Fig. 1: track usage over the die
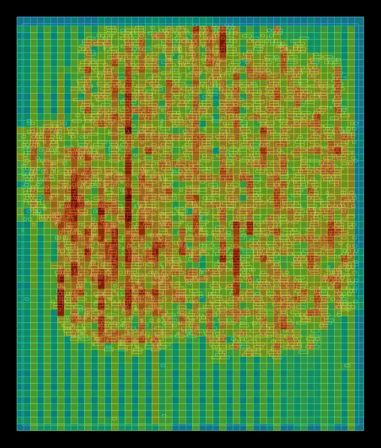
Fig. 2: placement density heat map
Scale: 0.5 px per um. 18 x 21 tiles, from white (low) to dark blue (high), 0 to 100% covered.
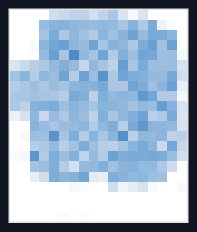
Fig. 3: routed clock nets over the placement
Scale: 1.5 px per um.
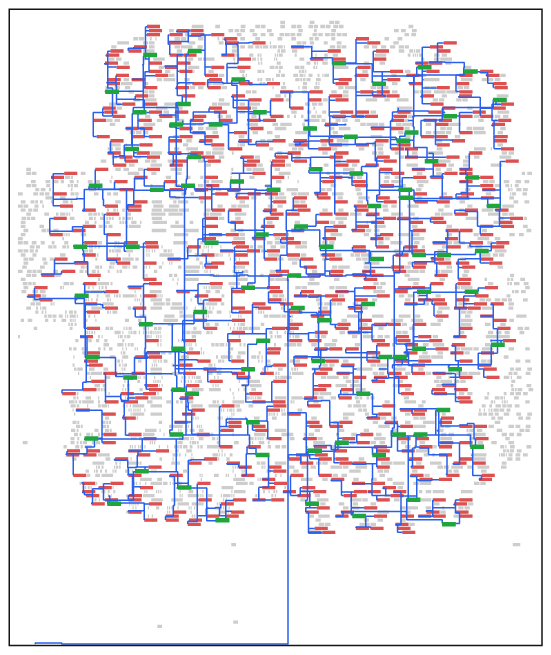
[src/rtl/branch_predictor_if.sv]
// Fetch/EX <-> branch predictor signal bundle.
interface branch_predictor_if #(
  parameter int unsigned XLEN = 32
);
  logic            if_pc_dummy_unused_never;
  logic [XLEN-1:0] if_pc;
  logic            pred_taken;
  logic [XLEN-1:0] pred_target;
  logic            upd_valid;
  logic [XLEN-1:0] upd_pc;
  logic            upd_taken;
  logic [XLEN-1:0] upd_target;
  logic            upd_pred_taken;
  logic [XLEN-1:0] upd_pred_target;
  logic            flush_table;
  logic            redirect_valid;
  logic [XLEN-1:0] redirect_pc;

  // Pipeline side: supplies fetch PC and resolved branches, consumes predictions.
  modport master (
    output if_pc, upd_valid, upd_pc, upd_taken, upd_target,
           upd_pred_taken, upd_pred_target, flush_table,
    input  pred_taken, pred_target, redirect_valid, redirect_pc
  );

  // Predictor side.
  modport slave (
    input  if_pc, upd_valid, upd_pc, upd_taken, upd_target,
           upd_pred_taken, upd_pred_target, flush_table,
    output pred_taken, pred_target, redirect_valid, redirect_pc
  );
endinterface

[src/rtl/branch_predictor.sv]
// Direct-mapped branch predictor: valid/tag/target/2-bit counter per entry,
// combinational lookup at IF, clocked update from EX, registered redirect.
module branch_predictor #(
  parameter int unsigned XLEN     = 32,
  parameter int unsigned IDX_BITS = 4,
  parameter int unsigned TAG_BITS = 8
) (
  input  logic              clk,
  input  logic              reset_n,
  branch_predictor_if.slave bp
);
  localparam int unsigned ENTRIES = 2 ** IDX_BITS;
  localparam int unsigned TAG_LSB = IDX_BITS + 2;

  logic [ENTRIES-1:0]  valid_q;
  logic [TAG_BITS-1:0] tag_q [ENTRIES];
  logic [XLEN-1:0]     tgt_q [ENTRIES];
  logic [1:0]          ctr_q [ENTRIES];

  logic                redirect_valid_q, redirect_valid_d;
  logic [XLEN-1:0]     redirect_pc_q, redirect_pc_d;

  logic [IDX_BITS-1:0] lk_idx, up_idx;
  logic [TAG_BITS-1:0] lk_tag, up_tag;
  logic                lk_hit, up_hit, mis, tgt_we;
  logic [1:0]          ctr_d;

  // Lookup from registered table state; no bypass of a same-cycle update.
  always_comb begin
    lk_idx         = bp.if_pc[IDX_BITS+1:2];
    lk_tag         = bp.if_pc[TAG_LSB +: TAG_BITS];
    lk_hit         = valid_q[lk_idx] && (tag_q[lk_idx] == lk_tag);
    bp.pred_taken  = lk_hit && ctr_q[lk_idx][1];
    bp.pred_target = bp.pred_taken ? tgt_q[lk_idx] : bp.if_pc + XLEN'(4);
  end

  // Next entry contents and mispredict decision for the branch being retired.
  always_comb begin
    ctr_d  = 2'b01;
    tgt_we = 1'b1;
    up_idx = bp.upd_pc[IDX_BITS+1:2];
    up_tag = bp.upd_pc[TAG_LSB +: TAG_BITS];
    up_hit = valid_q[up_idx] && (tag_q[up_idx] == up_tag);
    if (up_hit) begin
      tgt_we = bp.upd_taken;
      if (bp.upd_taken) begin
        ctr_d = (ctr_q[up_idx] == 2'b11) ? 2'b11 : ctr_q[up_idx] + 2'd1;
      end else begin
        ctr_d = (ctr_q[up_idx] == 2'b00) ? 2'b00 : ctr_q[up_idx] - 2'd1;
      end
    end else begin
      ctr_d = bp.upd_taken ? 2'b10 : 2'b01;
    end
    mis = (bp.upd_taken != bp.upd_pred_taken) ||
          (bp.upd_taken && (bp.upd_target != bp.upd_pred_target));
    redirect_valid_d = bp.upd_valid && mis;
    redirect_pc_d    = redirect_pc_q;
    if (redirect_valid_d) begin
      redirect_pc_d = bp.upd_taken ? bp.upd_target : bp.upd_pc + XLEN'(4);
    end
  end

  // Table storage: flush beats update; a miss evicts the previous occupant.
  always_ff @(posedge clk or negedge reset_n) begin
    if (!reset_n) begin
      valid_q <= '0;
      for (int i = 0; i < int'(ENTRIES); i++) begin
        tag_q[i] <= '0;
        tgt_q[i] <= '0;
        ctr_q[i] <= 2'b01;
      end
    end else if (bp.flush_table) begin
      valid_q <= '0;
    end else if (bp.upd_valid) begin
      valid_q[up_idx] <= 1'b1;
      tag_q[up_idx]   <= up_tag;
      ctr_q[up_idx]   <= ctr_d;
      if (tgt_we) begin
        tgt_q[up_idx] <= bp.upd_target;
      end
    end
  end

  // Redirect pulse and held correct-PC register.
  always_ff @(posedge clk or negedge reset_n) begin
    if (!reset_n) begin
      redirect_valid_q <= 1'b0;
      redirect_pc_q    <= '0;
    end else begin
      redirect_valid_q <= redirect_valid_d;
      redirect_pc_q    <= redirect_pc_d;
    end
  end

  assign bp.redirect_valid = redirect_valid_q;
  assign bp.redirect_pc    = redirect_pc_q;
endmodule

[src/flat_wrapper.sv]
// flat-port wrapper written by rule: the top's interface ports become plain ports
module branch_predictor_flat 
#(
  parameter int unsigned XLEN     = 32,
  parameter int unsigned IDX_BITS = 4,
  parameter int unsigned TAG_BITS = 8
)
  (clk, reset_n, bp_if_pc, bp_upd_valid, bp_upd_pc, bp_upd_taken, bp_upd_target, bp_upd_pred_taken, bp_upd_pred_target, bp_flush_table, bp_pred_taken, bp_pred_target, bp_redirect_valid, bp_redirect_pc);
  branch_predictor_if #(.XLEN(XLEN)) bp_i ();
  input  logic clk;
  input  logic reset_n;
  input wire logic [$bits(bp_i.if_pc)-1:0] bp_if_pc;
  input wire logic [$bits(bp_i.upd_valid)-1:0] bp_upd_valid;
  input wire logic [$bits(bp_i.upd_pc)-1:0] bp_upd_pc;
  input wire logic [$bits(bp_i.upd_taken)-1:0] bp_upd_taken;
  input wire logic [$bits(bp_i.upd_target)-1:0] bp_upd_target;
  input wire logic [$bits(bp_i.upd_pred_taken)-1:0] bp_upd_pred_taken;
  input wire logic [$bits(bp_i.upd_pred_target)-1:0] bp_upd_pred_target;
  input wire logic [$bits(bp_i.flush_table)-1:0] bp_flush_table;
  output wire logic [$bits(bp_i.pred_taken)-1:0] bp_pred_taken;
  output wire logic [$bits(bp_i.pred_target)-1:0] bp_pred_target;
  output wire logic [$bits(bp_i.redirect_valid)-1:0] bp_redirect_valid;
  output wire logic [$bits(bp_i.redirect_pc)-1:0] bp_redirect_pc;
  assign bp_i.if_pc = bp_if_pc;
  assign bp_i.upd_valid = bp_upd_valid;
  assign bp_i.upd_pc = bp_upd_pc;
  assign bp_i.upd_taken = bp_upd_taken;
  assign bp_i.upd_target = bp_upd_target;
  assign bp_i.upd_pred_taken = bp_upd_pred_taken;
  assign bp_i.upd_pred_target = bp_upd_pred_target;
  assign bp_i.flush_table = bp_flush_table;
  assign bp_pred_taken = bp_i.pred_taken;
  assign bp_pred_target = bp_i.pred_target;
  assign bp_redirect_valid = bp_i.redirect_valid;
  assign bp_redirect_pc = bp_i.redirect_pc;
  branch_predictor #(.XLEN(XLEN), .IDX_BITS(IDX_BITS), .TAG_BITS(TAG_BITS)) u_core (.clk(clk), .reset_n(reset_n), .bp(bp_i));
endmodule
[config.mk]
export PLATFORM = sky130hd
export DESIGN_NAME = branch_predictor_flat
export DESIGN_NICKNAME = d
export VERILOG_FILES = /design/src/rtl/branch_predictor_if.sv /design/src/rtl/branch_predictor.sv /design/src/flat_wrapper.sv
export SDC_FILE = /design/constraint.sdc
export NUM_CORES = 1
export LEC_CHECK = 0
export ABC_AREA = 0
export CORE_ASPECT_RATIO = 1.2
export CORE_MARGIN = 5
export CORE_UTILIZATION = 26
export DETAILED_ROUTE_END_ITERATION = 16
export MAX_ROUTING_LAYER = met4
export PLACE_DENSITY_LB_ADDON = 0.15
export SETUP_SLACK_MARGIN = 0.02
export SKIP_CTS_REPAIR_TIMING = 1
export SYNTH_ARGS = -nofsm -noshare
export SYNTH_HDL_FRONTEND = slang
export SYNTH_SLANG_ARGS = --single-unit
[constraint.sdc]
create_clock -name clk -period 8.1 [get_ports clk]
set_clock_uncertainty 0.2 [all_clocks]
set_input_delay 1.62 -clock clk [delete_from_list [all_inputs] [get_ports clk]]
set_output_delay 1.62 -clock clk [all_outputs]
set_load 0.01 [all_outputs]
==> results.yml <==
# flow metrics
job:
  maxCapViolCount: 0
  warning_count: 41
global_routing:
  grt_max_degree: 166
  grt_pass1_vias: 26700
  antenna_found_initial: 9
  grt_first_pass_wirelength_um: 196000
  overflow: 0
yosys:
  synth_chip_area_mm2: 0.0370
  syn-num-nets: 2946
  syn_avg_cell_area_um2: 13.2
  flop_cell: "dfrtp_1"
  syn_inst: 2807
  netlist_area_mm2: 0.0370
  edf_count: 0
  ys_types: 62
  ys_cells: 2807
  async_flop_share_pct: 100
  ys_warn_count: 0
finish:
  drive_gt1_share_pct: 26.6
  stdcell_area_mm2: 0.0439
  fillers: 14000
  lay_top_cells: "dfrtp_1, nand2_1, mux2_1, mux2_2, mux4_2"
  utilization_pct: 31.1
  area_growth_syn_to_layout_pct: 18.7
  layout_top_cell: "dfrtp_1"
  nets: 3062
floorplan:
  fp.dieH_um: 423
  dieArea_mm2: 0.150
  die_w_um: 354
  rows: 151
clock_tree:
  cts_buffers: 87
  ctsHtreeMaxLevel: 3
  cts.path.max_buffers: 3
  cts.sinks: 721
  clockRootBuffer: "clkbuf_16"
  cts.clk_slew.worst_paths_ps: 50
  cts_tree: "done"
detailed_routing:
  drt_iter0_drc: 1601
  wire_per_inst_um: 27.8
  drt-total-wl_um: 134000
  ant_nets: 0
  drc: 0
  num_vias: 24500
  first_pass_iters: 6
  via_per_inst: 5.07
timing:
  fin_ws_ps: 991
  tns_ps: 0
  grt_setup_unrepaired: "false"
  hold_viol_final: 0
  slew_viol_final: 0
  tightestPinTransition_ps: 1230
  min_period_over_period_pct: 87.8
  setup_viol: 0
  max_freq_mhz: 141
  relSlewSlack_pct: 17.6
pwr:
  p_seq_share_pct: 43.8
  ir_drop_v: 0.000144
  pwr-share-comb_pct: 18.3
  p_leak_nw: 18.8
  swShare_pct: 27.5
  power_density_mw_per_mm2: 245
  p_sw_mw: 2.96
critical_path:
  slowest_stage: "mux4_2"
  cp.arrival_ps: 5290
  reg2reg_slack_ps: 4050
  worstSetupEndpointType: "output pin"
  cp_num_buf_inv: 3
  reg2reg_to: "u_core.tgt_q[427]"
  crit_path_max_incr_delay_ps: 580
  crit_chain: "buf_8 -> mux4_2 -> nor2b_1 -> a211oi_1 -> a21oi_1 -> xor2_1 -> nor3_4 -> buf_12 -> mux2_2 -> clkdlybuf4s50_1"
  critical-path-top-delay-family: "buffers and inverters"
  r2r_cells: 9
  worstPathMaxFanout: 62
  worstReg2RegStart: "u_core.tag_q[5]"
  path_class: "input pin to output pin"
placed_design:
  pre_cts_ws_ps: 932
  io_buffers: 199
min_path:
  min_path_type: "register to register"
  hold_path_end: "u_core.tgt_q[62]"
  hp-start: "u_core.tgt_q[62]"
  min_path_cells: 1
outcome:
  outcome: "finished clean"
## Picture notes: Fig. 1
M3 GR Usage: 1.99%
grt met1 use: 24.6%
global-route usage over all layers: 18.3%

## Picture notes: Fig. 2
nearly empty tiles: 26%
fullest tile: 63%
mean over tiles: 28%
emptiest ninth of the die: bottom left
FP Util: 26.2%
core area: 0.141 mm2

## Picture notes: Fig. 3
[clock wires] blue | length: 11100 um
[clock-net drivers] green | count: 87
[flip-flops] red | count: 721
routed clock nets: 88
clock latency on the worst-skew pair: 650 ps
clk pwr: 4.08 mW
clock network power share: 38.0%

sequential cells by signal, indices dropped and copies added (netlist names):
register and cells:
u_core.bp.redirect_pc 32, u_core.bp.redirect_valid 1, u_core.ctr_q 32, u_core.tag_q 128
u_core.tgt_q 512, u_core.valid_q 16
worst max path at each step:
stage	startpoint	to	slack, ps	depth (start not counted)
6_report	bp_if_pc[2]	bp_pred_target[3]	990	10
5_1_grt	bp_if_pc[2]	bp_pred_target[30]	830	10
4_1_cts	bp_if_pc[2]	bp_pred_target[3]	910	10
3_5_place_dp	bp_if_pc[2]	bp_pred_target[3]	930	10
3_3_place_gp	bp_if_pc[2]	bp_pred_target[30]	970	10
2_1_floorplan	bp_if_pc[2]	bp_pred_target[31]	1660	8
layout make-up:
class                      instances  area [um2]  area share, %
inverter                          25        93.8          0.214
tap                             1836        2300           5.23
sequential                       721       18100           41.1
antenna                            4        10.0         0.0228
multi-input combinational       1801       17600           40.1
clock inverter                    31         413          0.941
timing repair buffer             287        2840           6.48
clock buffer                     130        2570           5.85
cell families after synthesis:
family	count (synthesis)	share of synthesized area [%]
compound gates	226	4.82
buf+inv	285	3.80
flops	721	48.9
simple gates	607	7.09
mux	862	32.9
xor+xnor	101	2.39
fa+ha+maj	5	0.169
worst reg2reg max path, stage by stage (launching register included):
cell and delay, ps:
dfrtp_1 400, mux4_2 480, mux2i_1 300, nand2b_1 100, a221oi_1 600, o22ai_4 110
buf_4 290, o41ai_4 250, buf_4 690, mux2_2 500
Yosys cell counts, types with 26 or more instances:
cell type | number | area (um2)
dfrtp_1 | 705 | 17600
nand2_1 | 417 | 1570
mux2_1 | 316 | 3560
mux2_2 | 263 | 2960
mux4_2 | 224 | 5040
clkbuf_1 | 160 | 601
o21ai_0 | 86 | 430
mux2i_1 | 59 | 591
xnor2_1 | 59 | 517
xor2_1 | 42 | 368
a21oi_1 | 40 | 200
buf_2 | 38 | 190
nand3_1 | 38 | 190
nor2_1 | 36 | 135
buf_6 | 34 | 383
nand4_1 | 31 | 194
nor3_1 | 26 | 130
per-layer routing:
| layer | share of wire (%) | GRT usage, % | vias to the layer above |
|---|---|---|---|
| met1 | 45 | 24.6 | 13200 |
| met3 | 3.8 | 1.99 | 147 |
| met2 | 49 | 29.8 | 676 |
| met4 | 2.0 | 4.40 | 0 |
| met5 | 0 | - | - |
| li1 | - | - | 10500 |
per-stage QoR:
stage / std cells / hold slack [ps]
floorplan: 2807 / 258
global placement: 4670 / 268
detailed placement: 4670 / 276
CTS: 4831 / 288
global route: 4834 / 298
finish: 4835 / 284
power by group through the flow:
stage	sequential [mW]	combinational (mW)	clock [mW]
floorplan	4.62	1.30	0
global placement	4.70	1.95	0
detailed placement	4.76	2.00	0
CTS	4.70	2.00	4.20
global route	4.78	2.14	4.34
finish	4.70	1.97	4.08
No activity file was given, so power comes from the tool's default toggle rates.
